[config.mk]
export PLATFORM = sky130hd
export DESIGN_NAME = mac_tx_framer
export DESIGN_NICKNAME = d
export VERILOG_FILES = /design/src/rtl/mac_tx_framer.sv
export SDC_FILE = /design/constraint.sdc
export NUM_CORES = 1
export LEC_CHECK = 0
export CORE_ASPECT_RATIO = 0.6
export CORE_UTILIZATION = 54
export CTS_CLUSTER_DIAMETER = 100
export DETAILED_ROUTE_END_ITERATION = 7
export HOLD_SLACK_MARGIN = 0.02
export PLACE_DENSITY = 0.77
export SETUP_SLACK_MARGIN = 0.3
export SYNTH_ARGS = -nofsm -noshare
export SYNTH_HDL_FRONTEND = slang
export SYNTH_SLANG_ARGS = --single-unit
[constraint.sdc]
create_clock -name clock -period 2.31 [get_ports clock]
set_input_delay 0.5775 -clock clock [delete_from_list [all_inputs] [get_ports clock]]
set_output_delay 0.5775 -clock clock [all_outputs]
set_load 0.02 [all_outputs]
[src/rtl/mac_tx_framer.sv]
// Byte-wide Ethernet MAC transmit framer: preamble/SFD, payload, optional pad, CRC-32 FCS, IFG.
// Optional feature: define MAC_TX_PAD_EN to pad short frames up to MIN_FRAME bytes before the FCS.
module mac_tx_framer #(
  parameter int PREAMBLE_BYTES = 7,
  parameter int MIN_FRAME      = 60,
  parameter int IFG_BYTES      = 12
) (
  input  logic       clock,
  input  logic       reset,
  input  logic [7:0] tx_data,
  input  logic       tx_valid,
  input  logic       tx_last,
  output logic       tx_ready,
  output logic [7:0] mac_txd,
  output logic       mac_tx_en,
  output logic       mac_tx_er,
  output logic       busy,
  output logic       tx_underrun
);

  localparam logic [31:0] CRC_INIT = 32'hFFFF_FFFF;
  localparam logic [31:0] CRC_POLY = 32'hEDB8_8320;
  localparam logic [7:0]  PRE_LAST = 8'(PREAMBLE_BYTES - 1);
  localparam logic [7:0]  IFG_LAST = 8'(IFG_BYTES - 1);
`ifdef MAC_TX_PAD_EN
  localparam logic [15:0] MIN_LEN  = 16'(MIN_FRAME);
`endif

  // Out-of-range parameters stop elaboration rather than building a broken framer.
  if (PREAMBLE_BYTES < 1 || PREAMBLE_BYTES > 15 || IFG_BYTES < 1 || IFG_BYTES > 255 ||
      MIN_FRAME < 1 || MIN_FRAME > 65535) begin : g_bad_params
    $error("mac_tx_framer: parameter out of range");
  end

  typedef enum logic [2:0] {
    ST_IDLE,
    ST_PREAMBLE,
    ST_SFD,
    ST_DATA,
    ST_FCS,
    ST_ABORT,
    ST_IFG
`ifdef MAC_TX_PAD_EN
    , ST_PAD
`endif
  } state_t;

  state_t      state_reg, state_next;
  logic [7:0]  cnt_reg, cnt_next;
  logic [15:0] byte_cnt_reg, byte_cnt_next;
  logic [31:0] crc_reg, crc_next;
  logic [7:0]  txd_reg, txd_next;
  logic        en_reg, en_next;
  logic        er_reg, er_next;
  logic        ready_reg, ready_next;
  logic        busy_reg, busy_next;
  logic        underrun_reg, underrun_next;

  logic [31:0] fcs_word;
  logic [7:0]  cnt_inc;
  logic [15:0] byte_cnt_inc;

  function automatic logic [31:0] crc_byte(input logic [31:0] crc, input logic [7:0] d);
    logic [31:0] c;
    c = crc ^ {24'h0, d};
    for (int k = 0; k < 8; k++) begin
      c = c[0] ? ((c >> 1) ^ CRC_POLY) : (c >> 1);
    end
    return c;
  endfunction

  assign fcs_word     = ~crc_reg;
  assign cnt_inc      = cnt_reg + 8'd1;
  assign byte_cnt_inc = (byte_cnt_reg == 16'hFFFF) ? byte_cnt_reg : byte_cnt_reg + 16'd1;

  always_ff @(posedge clock) begin
    if (reset) begin
      state_reg    <= ST_IDLE;
      cnt_reg      <= 8'd0;
      byte_cnt_reg <= 16'd0;
      crc_reg      <= CRC_INIT;
      txd_reg      <= 8'h00;
      en_reg       <= 1'b0;
      er_reg       <= 1'b0;
      ready_reg    <= 1'b0;
      busy_reg     <= 1'b0;
      underrun_reg <= 1'b0;
    end else begin
      state_reg    <= state_next;
      cnt_reg      <= cnt_next;
      byte_cnt_reg <= byte_cnt_next;
      crc_reg      <= crc_next;
      txd_reg      <= txd_next;
      en_reg       <= en_next;
      er_reg       <= er_next;
      ready_reg    <= ready_next;
      busy_reg     <= busy_next;
      underrun_reg <= underrun_next;
    end
  end

  // Each register holds what the wire carries in the cycle after the edge,
  // so next-state and next-output are decided together.
  always_comb begin
    state_next    = state_reg;
    cnt_next      = cnt_reg;
    byte_cnt_next = byte_cnt_reg;
    crc_next      = crc_reg;
    txd_next      = 8'h00;
    en_next       = 1'b0;
    er_next       = 1'b0;
    ready_next    = 1'b0;
    underrun_next = 1'b0;

    case (state_reg)
      ST_IDLE: begin
        if (tx_valid) begin
          state_next    = ST_PREAMBLE;
          cnt_next      = 8'd0;
          byte_cnt_next = 16'd0;
          crc_next      = CRC_INIT;
          txd_next      = 8'h55;
          en_next       = 1'b1;
        end
      end

      ST_PREAMBLE: begin
        en_next = 1'b1;
        if (cnt_reg == PRE_LAST) begin
          state_next = ST_SFD;
          txd_next   = 8'hD5;
          ready_next = 1'b1;
        end else begin
          cnt_next = cnt_inc;
          txd_next = 8'h55;
        end
      end

      // SFD and DATA share the handshake; SFD always enters with ready high.
      ST_SFD, ST_DATA: begin
        en_next = 1'b1;
        if (ready_reg) begin
          if (tx_valid) begin
            state_next    = ST_DATA;
            txd_next      = tx_data;
            crc_next      = crc_byte(crc_reg, tx_data);
            byte_cnt_next = byte_cnt_inc;
            ready_next    = ~tx_last;
          end else begin
            state_next    = ST_ABORT;
            er_next       = 1'b1;
            underrun_next = 1'b1;
          end
        end else begin
`ifdef MAC_TX_PAD_EN
          if (byte_cnt_reg < MIN_LEN) begin
            state_next    = ST_PAD;
            crc_next      = crc_byte(crc_reg, 8'h00);
            byte_cnt_next = byte_cnt_inc;
          end else
`endif
          begin
            state_next = ST_FCS;
            cnt_next   = 8'd0;
            txd_next   = fcs_word[7:0];
          end
        end
      end

`ifdef MAC_TX_PAD_EN
      ST_PAD: begin
        en_next = 1'b1;
        if (byte_cnt_reg >= MIN_LEN) begin
          state_next = ST_FCS;
          cnt_next   = 8'd0;
          txd_next   = fcs_word[7:0];
        end else begin
          crc_next      = crc_byte(crc_reg, 8'h00);
          byte_cnt_next = byte_cnt_inc;
        end
      end
`endif

      // FCS goes out least-significant byte first; cnt_reg is the byte on the wire now.
      ST_FCS: begin
        if (cnt_reg[1:0] == 2'd3) begin
          state_next = ST_IFG;
          cnt_next   = 8'd0;
        end else begin
          cnt_next = cnt_inc;
          en_next  = 1'b1;
          txd_next = fcs_word[{cnt_inc[1:0], 3'b000} +: 8];
        end
      end

      ST_ABORT: begin
        state_next = ST_IFG;
        cnt_next   = 8'd0;
      end

      ST_IFG: begin
        if (cnt_reg == IFG_LAST) begin
          state_next = ST_IDLE;
          cnt_next   = 8'd0;
        end else begin
          cnt_next = cnt_inc;
        end
      end

      default: begin
        state_next = ST_IDLE;
        cnt_next   = 8'd0;
      end
    endcase
  end

  assign busy_next   = (state_next != ST_IDLE);

  assign tx_ready    = ready_reg;
  assign mac_txd     = txd_reg;
  assign mac_tx_en   = en_reg;
  assign mac_tx_er   = er_reg;
  assign busy        = busy_reg;
  assign tx_underrun = underrun_reg;

endmodule

Power grid:
Scale bar: 20 µm. Pins as bars on the die edge.
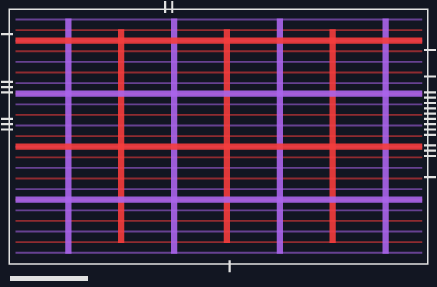
Key: VDD = red; VSS = purple
The core has 22 rows. 23 met1 rails follow the rows. 7 straps on met4. 4 straps on met5.
VDD IR-drop max: 397 µV
Horiz. Die Dim: 107 µm
die extent in y: 65 µm

Cell classes on the final placement:
Fill, decap, tap and diode cells in grey.
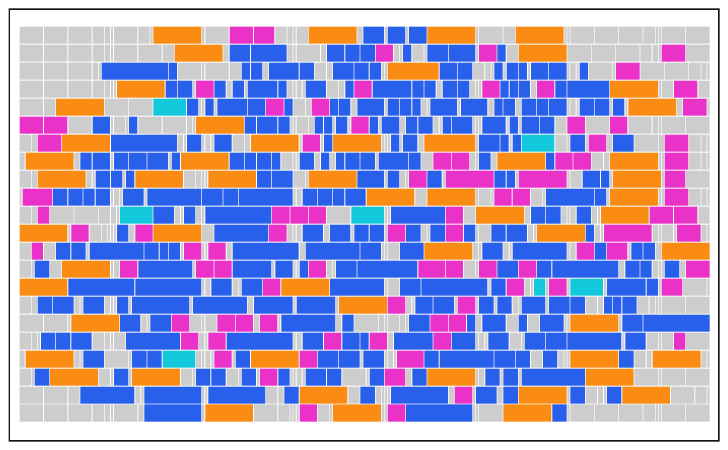
Key: other buffers and delay cells = magenta [cells 90, share of their area 17%]; combinational and other logic = blue [cells 283, share of their area 56%]; flops = orange [cells 55, share of their area 25%]; clock drivers and dummy loads = cyan [cells 7, share of their area 2.0%]
sequential cell area share: 24.1%
utilization after layout: 73.2%
area of all placed cells without fillers: 0.00458 mm²
Core Rows: 22
core area: 0.00625 mm²

Clock wires, drivers and flops:
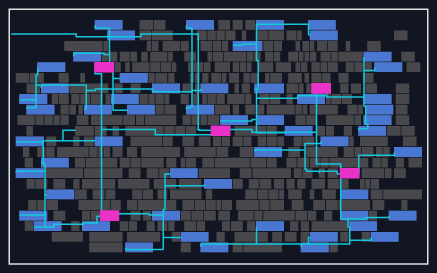
Key: clock wires = cyan [length 751 µm]; flip-flops = blue [count 55]; clock drivers = magenta [count 5]
Position of the flops: widely spread. There are 6 routed clock nets.
clock-net power: 0.000573 W
largest clock skew in the final design: 0.00506 ns
Clock power frac: 24.6%
later-pin clock latency in the skew report: 0.32 ns

Wiring by layer:
Scale bar: 20 µm. Only two layers are drawn.
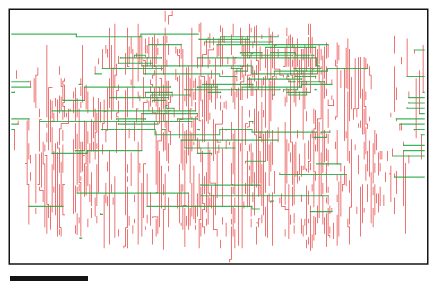
Key: metal 2 = red [wire length 4130 µm]; metal 3 = green [wire length 1010 µm]
Routed WL: 9930 µm
GRT Total Usage: 30.1%
vias: 3080
routed length per instance: 19.1 µm

==> reports/summary.log <==
[logic_synthesis] cell count after synthesis 358
[routing] DRC violation count after routing 0
[sta] worst relative slew slack 61.6%
[place] total of buffers placed on input and output ports 24
[logic_synthesis] area share of the largest cell type after synthesis 30.8%
[clock_network] number of clock sinks 55
[cells_and_area] Nets 450
[logic_synthesis] biggest area contributors in the synthesized netlist dfxtp_1 (31%), xnor2_1 (7.4%), xnor3_1 (5.0%)
[global_routing] global-route layer with the greatest usage met1
[clock_network] buffer depth of the longest clock path 2
[logic_synthesis] number of enable flip-flop cells 0
[place] Routability Congestion 0.936
[sta] actual slew at the worst max-slew pin 0.576 ns
[setup_path] CP Max Fanout 4
[logic_synthesis] main flop type after synthesis dfxtp_1
[power] switching portion of total power 29.4%
[logic_synthesis] distinct lib cells 53
[cells_and_area] flip-flop count of the largest register after layout 32
[setup_path] Crit path buffers/inverters 1
[sta] Max Clock Freq 506 MHz
[logic_synthesis] mean area per synthesized cell 9.98 µm²
[outcome] outcome complete, no violations
[logic_synthesis] yosys stat chip area 0.00357 mm²
[routing] vias per cell 5.93
[floorplan] Die Size 0.00696 mm²
[logic_synthesis] Synth warnings 0
[sta] hold violation count in the final report 0
[sta] post-layout min period 1.98 ns
[cells_and_area] area overhead of the layout relative to synthesis 28.1%
[power] Flop pwr share 42.4%
[clock_network] root buffer cell clkbuf_8
[global_routing] met3 demand-to-capacity share in global routing 6.24%
[logic_synthesis] proportion of synthesized flip-flops having asynchronous set or reset 0%
[logic_synthesis] total nets after synthesis 373
[global_routing] grt ovf 0
[logic_synthesis] dominant cell by count in the synthesized netlist dfxtp_1
[power] leakage power figure 1.83 nW
[power] P_int 0.00164 W
[clock_network] CTS tree done
[logic_synthesis] cell type contributing the most total cell area after synthesis dfxtp_1
[cells_and_area] sequential cell area 0.00110 mm²
[power] power dissipated by switching net loads 0.000684 W
[global_routing] global routing usage on met2 43.0%
[setup_path] critical path endpoint category register
[setup_path] Max stage delay on crit path 0.53 ns
[clock_network] CTS H-tree depth 2
[flow_run] number of maximum-capacitance violations 0
[cells_and_area] area taken by multi-input logic gates 0.00250 mm²
[global_routing] initial antenna violation count 0
[global_routing] number of global-route vias before repair 2890
[global_routing] Global Route met1 Usage 45.1%
[global_routing] maximum number of pins on one net before global-route repair 30
[sta] number of failing setup endpoints in the final timing report 0
[logic_synthesis] post-synthesis cell area 0.00357 mm²
[setup_path] cell family contributing the most delay on the critical path simple AND/OR/NAND/NOR gates
[clock_network] CTS Hold Buffers Added 0
[sta] Slew Limit Fails 0
[logic_synthesis] Flops after synth 55
[flow_run] count of warning messages emitted by the tools 28
[place] detailed placement HPWL 7060 µm
[setup_path] critical path's slowest cell clkdlybuf4s50_1
[hold_path] Hold Crit Class register to register
[clock_network] Inserted Clock Buffers 5
[power] total design power 0.00233 W
[logic_synthesis] share of synthesized area occupied by flip-flops and latches 30.8%
[routing] number of detailed-routing iterations run before antenna repair 7
[cells_and_area] fraction of layout instances using a drive strength above 1 26.0%
[logic_synthesis] top cells by count dfxtp_1 (55), xnor2_1 (30), a21oi_1 (28)
[cells_and_area] fillers 444
[clock_network] Clk pin slew, worst setup/hold paths 0.10 ns
[place] worst-case setup slack after placement -0.236 ns
[setup_path] worst endpoint data arrival time 2.23 ns
[routing] remaining number of nets flagged by the antenna check after routing 0
[setup_path] critical setup path kind primary input to register
[cells_and_area] Non-Filler Instances 519
[cells_and_area] antenna diode count 0
[floorplan] number of I/O pins 25
[global_routing] global-route wire length before repair 15500 µm
[setup_path] critical path, cell by cell clkdlybuf4s50_1 -> or3_1 -> a21o_1 -> nand2_1 -> or4_1 -> a21oi_1
[logic_synthesis] number of cells in the yosys synthesis report 358
[sta] post-layout worst setup margin 0.334 ns
[setup_path] Data required, critical path 2.56 ns
[sta] setup repair after global routing missed its margin no
[floorplan] Init Core Util 57.2%
[routing] starting DRC count in detailed routing 271
[power] combinational share of power 33.0%
[sta] post-route clock period utilization 85.5%
[place] number of placed cells counting well taps 493
[power] power density over the cells 508 mW/mm²
[setup_path] startpoint types primary input
final timing paths:
check,slack [ns],end,depth (start not counted),startpoint
worst min-delay path,0.53,crc_reg[14]$_SDFFE_PP1P_,1,crc_reg[14]$_SDFFE_PP1P_
worst max register to register,0.34,cnt_reg[3]$_SDFFE_PP0P_,5,state_reg[2]$_SDFF_PP0_
worst min register to register,0.53,crc_reg[14]$_SDFFE_PP1P_,1,crc_reg[14]$_SDFFE_PP1P_
worst max-delay path,0.33,cnt_reg[3]$_SDFFE_PP0P_,6,tx_valid
routing by layer:
metal | vias to the layer above | wire (µm)
li1 | 1443 | -
met1 | 1451 | 4610
met2 | 168 | 4130
met3 | 18 | 1010
met4 | 0 | 181
met5 | - | 0
metrics by stage:
| stage | hold WS [ns] | setup TNS [ns] | instance area, µm² |
|---|---|---|---|
| after global routing | 0.566 | 0 | 4580 |
| after detailed placement | 0.504 | -2.48 | 4230 |
| after floorplan | 0.456 | 0 | 3580 |
| final | 0.531 | 0 | 4580 |
| after CTS | 0.529 | 0 | 4470 |
| after global placement | 0.484 | -1.76 | 4230 |
area by class of cell:
class,count,share of cell area (%)
Timing Repair Buffer,90,16.6
Tap cell,84,2.30
Sequential cell,55,24.1
Multi-Input combinational cell,279,54.7
Clock inverter,1,0.109
Clock buffer,6,1.80
Inverter,4,0.328
worst reg2reg max path, cell delays in order (launching register included):
cell and delay (ns):
dfxtp_1 0.64, buf_4 0.31, a21o_1 0.18, nand2_1 0.10
or4_1 0.51, a21oi_1 0.16
cells in the final DEF (no fill, tap or decap), types with 8 or more instances in the layout:
cell type and n:
buf_4 61, dfxtp_1 53, a21oi_1 28, xnor2_1 27, o22ai_1 25, nand2b_1 24, nor2_1 24, clkdlybuf4s50_1 15
nand2_1 14, xnor2_4 10, xor2_1 8, and2_1 8, xnor3_1 8
power groups by stage:
stage / clock (W) / combinational [W] / sequential, W
after floorplan: 0 / 0.000425 / 0.00101
after global placement: 0 / 0.000648 / 0.00101
after detailed placement: 0 / 0.000662 / 0.00101
after CTS: 0.000583 / 0.000708 / 0.000985
after global routing: 0.000623 / 0.000801 / 0.000989
final: 0.000573 / 0.000767 / 0.000986
cell families after synthesis:
group           after synthesis  synth area share [%]
buf+inv                      24                  2.70
compound gates               91                  16.6
flops                        55                  30.8
fa+ha+maj                     3                  1.05
xor+xnor                     65                  26.2
simple gates                108                  16.4
mux                          12                  6.27
timing repair:
action | 4_1_cts | 5_1_grt
setup buffers | 7 | 12
cloned | 0 | 0
pin swaps | 12 | 7
endpoints found under the setup margin | 20 | 38
hold endpoints to repair | 0 | 0
resized | 22 | 14
Power and IR drop assume default switching activity.
